Design param_updown_counter, sky130hd; sources not shown.
Fig. 1: clock wiring as the flow saved it
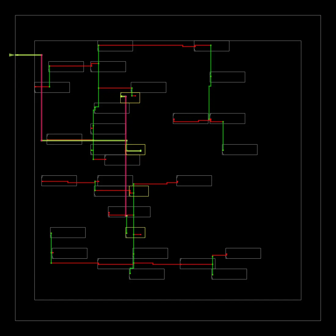
insertion delay to the later sink of the worst-skew pair: 0.28 ns
clock group total power: 290 uW
flop count: 28
Clock buffer cells: 4
TritonCTS Sinks: 28

Fig. 2: metal layers overlaid
Bar = 20 microns.
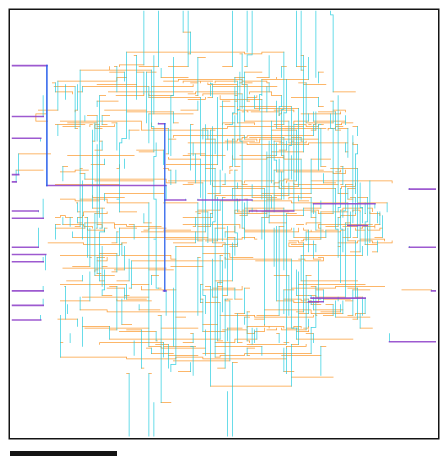
color	layer	wire length
blue	M4	53.7 microns
cyan	M2	2130 microns
purple	M3	156 microns
orange	M1	2170 microns
via count: 1623
wire length per cell after detailed routing: 14.7 microns
aggregate global-route resource usage: 14.8%
wirelength, routed: 4510 microns

Fig. 3: sequential cells colored by netlist name
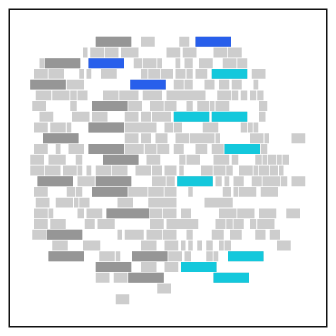
color	netlist name	placed flops
blue	state_q	3
cyan	cnt	8
not colored	17
sequential cell area: 706 sq um
sequential power: 848 uW
Finished Core Util: 54.7%

==> run notes <==
Implementation run completed; key figures follow.

Global routing:
- The run gives the global-route wire length before repair as 7520 microns.
- The run puts the global-route met2 utilization at approximately a quarter.
- The initial antenna violation count came to 0.
- The run gives the met1 usage as 20.8%.
- The run puts the global-route track usage on met3 at 1.46%.
- In this run the most used layer during global routing was met2.
- The via count of the first global-routing pass is 1598.
- The run gives the aggregate global routing overflow as 0.
- Entering global routing, the biggest net connects 29 pins.

Pwr:
- Cell internal power was estimated by the tool at 1.55 mW.
- The run puts the combinational group power at roughly 1.6 mW.
- The run puts the part of the power in the clock network at 10.4%.
- The flow reports that sequential cells draw 30.5% of the design power.
- The group that draws the most power in this run is combinational cells.
- The run gives the power density over the cells as between 1000 and 1500 nW/um^2.
- The run puts the switching share of total power at 44.4%.
- The run gives the leakage power of the design as about 1.2 nW.
- The run puts the fraction of power consumed by combinational cells at 59.0%.
- Per the OpenROAD power report, switching power amounts to 1.23 mW.
- The run gives the peak supply drop as 446 uV.
- Summing internal, switching and leakage power gives between 2 and 3 mW.

Clock tree:
- The run gives the master cell of the clock root buffer as sky130_fd_sc_hd__clkbuf_8.
- In this run, CTS created clock tree buffers numbering 3.
- TritonCTS built the clock tree.
- Per the CTS log, the maximum H-tree level is 1.
- Buffers inserted to repair hold after CTS numbered 0.
- The run gives the maximum clock path buffer count as 2.
- The run puts the clock-pin slew on the worst setup and hold paths at 0.10 ns.

Placed design:
- The run puts the placed cell area at 2400 sq um.
- The run puts the placer congestion estimate at 0.775.
- The run puts the number of cells after detailed placement at 298.
- The placement report lists the number of port buffers as 32.
- The run puts the worst-case setup slack after placement at -0.129 ns.
- The run gives the half-perimeter wire length after detailed placement as 3340 microns.

Setup path:
- The run puts the largest driver fanout on the critical path at 7.
- The run gives the critical path class as flop to flop.
- The run puts the data required time of the worst path at between 2 and 3 ns.
- The run gives the endpoint arrival time on the critical path as 2.45 ns.
- For the worst flop-to-flop path, the logic depth is 10.
- STA classifies the critical path startpoint as a flop.
- The run gives the kind of capture point of the worst setup path as a flop.
- The run gives the register-to-register setup slack as roughly 0.066 ns.

Routing:
- Dividing the detail-routed via count by the number of cells gives 5.29.
- The run gives the number of detailed-route iterations in the first pass as 4.
- The run puts the violation count after the first detailed-routing iteration at 92.
- The detail route stage leaves a number of antenna-violating nets equal to 0.
- In the routed design, unresolved DRC markers number 0.

Logic synthesis:
- The run puts the cell area after technology mapping at 1970 sq um.
- The run gives the post-synthesis cell type count as 45.
- The run puts the area reported by Yosys stat at 1970 sq um.
- The run gives the sequential fraction of the synthesis area as 35.7%.
- The most used flip-flop cell after synthesis is sky130_fd_sc_hd__dfrtp_1.
- The run gives the total number of yosys warnings as 6.
- The run gives the flip-flop and latch count after synthesis as 28.
- The run gives the number of synthesized flops with an enable pin as 0.
- The run puts the async set or reset register ratio after synthesis at 100%.
- The run puts the cell count after synthesis at just under 200.
- The run gives the per-instance average area after synthesis as 10.0 sq um.
- The run gives the number of standard cells reported by yosys as 196.
- The run gives the floorplan net count as 233.

STA:
- The run puts the minimum setup slack in the final design at 0.0659 ns.
- The run puts the final count of hold timing violations at 0.
- From the final report, the count of setup violators was given as 0.
- Across all checked pins, the minimum headroom to the slew limit is 66.2%.
- At the pin with the least slew margin, the transition time is 0.506 ns.
- After layout, the worst path uses 97.3% of the clock period.
- Setup repair after global routing could not meet its margin everywhere.
- The run puts the final critical delay including setup and external delays at 2.37 ns.
- After routing, the total negative slack on setup checks comes to 0 ns.
- The run puts the top achievable clock speed at between 400 and 500 MHz.
- Final hold analysis gives a worst-case slack of 0.361 ns.
- The run gives the number of pins exceeding their max-slew limit in the final report as 0.

Layout:
- The run puts the layout cell share with drive strength beyond 1 at ~23%.
- The run puts the number of standard cells in the layout, taps in and fillers out at 307.
- The run puts the summed area of non-filler cells in the final layout at approximately 2600 sq um.
- The run gives the number of diodes as 0.
- The run gives the most frequent standard cell in the layout excluding fill and tap cells as sky130_fd_sc_hd__clkdlybuf4s50_1.
- The top cell types in the final layout, fill and taps aside, are sky130_fd_sc_hd__clkdlybuf4s50_1 (30), sky130_fd_sc_hd__dfrtp_1 (27), sky130_fd_sc_hd__mux2_2 (18), sky130_fd_sc_hd__ha_1 (14).
- In this run the layout overhead on the synthesized area is reported as 32.3%.
- The run gives the net total in the final layout as between 200 and 300.

Outcome:
- The run finished with clean final reports.

Run:
- The run puts the total number of warnings across the stage logs at 27.
- Across the run, the number of max-cap violations was 0.

Floorplanning:
- The run puts the die height at 80.1 microns.
- The run gives the core area as 4750 sq um.
- The run gives the row count as 25.
- The run puts the width of the chip at 80.1 microns.
- The run puts the count of pins on the block boundary at 33.
- The run gives the starting utilization of the core area as 41.4%.
- The run puts the total die size at between 6000 and 7000 sq um.

Min path:
- The run gives the worst min-delay path category as primary input to async pin.
[area by class of cell]
cell class / instances / area, sq um
Fill cell: 439 / 2150
Inverter: 11 / 41.3
Clock buffer: 4 / 55.1
Sequential cell: 28 / 706
Multi-Input combinational cell: 151 / 1260
Timing Repair Buffer: 46 / 453
Tap cell: 67 / 83.8
[synth_stat cells (all sizes together), types with 3 or more instances]
cell type	instances	area share, %
a211oi	4	1.8
a21oi	15	3.8
a21o	3	1.1
o21ai	10	2.7
buf	7	2.4
nor3	8	2.3
nand3	3	1.0
dfrtp	27	34
nand2	13	2.5
xor2	9	4.0
nor2	10	1.9
mux2i	17	8.7
mux2	18	10
ha	14	8.9
inv	11	2.1
[worst max-delay path, cell delays in order (launching register included)]
cell	delay, ns
sky130_fd_sc_hd__dfstp_4	0.65
sky130_fd_sc_hd__buf_12	0.12
sky130_fd_sc_hd__mux2i_1	0.22
sky130_fd_sc_hd__xor2_1	0.09
sky130_fd_sc_hd__nand4_1	0.13
sky130_fd_sc_hd__nor2_2	0.05
sky130_fd_sc_hd__nand4bb_4	0.20
sky130_fd_sc_hd__a211o_4	0.40
sky130_fd_sc_hd__buf_6	0.14
sky130_fd_sc_hd__a21oi_2	0.10
sky130_fd_sc_hd__nand2_1	0.06
[what timing repair did]
action / CTS / global route
pin swaps: 1 / 4
setup buffers: 3 / 1
gates cloned: 0 / 1
gates resized: 5 / 19
setup endpoints to repair: 8 / 8
[logic make-up after synthesis]
group           share of synthesized area (%)
compound gates                           13.2
fa+ha+maj                                9.92
mux                                      19.0
flops                                    35.7
xor+xnor                                 4.01
buf+inv                                  4.52
simple gates                             13.7
[metal layers]
metal | vias up | part of all wire [%]
li1 | 800 | -
met1 | 786 | 48
met2 | 32 | 47
met3 | 5 | 3.5
met4 | 0 | 1.2
met5 | - | 0
No activity file was given, so power comes from the tool's default toggle rates.
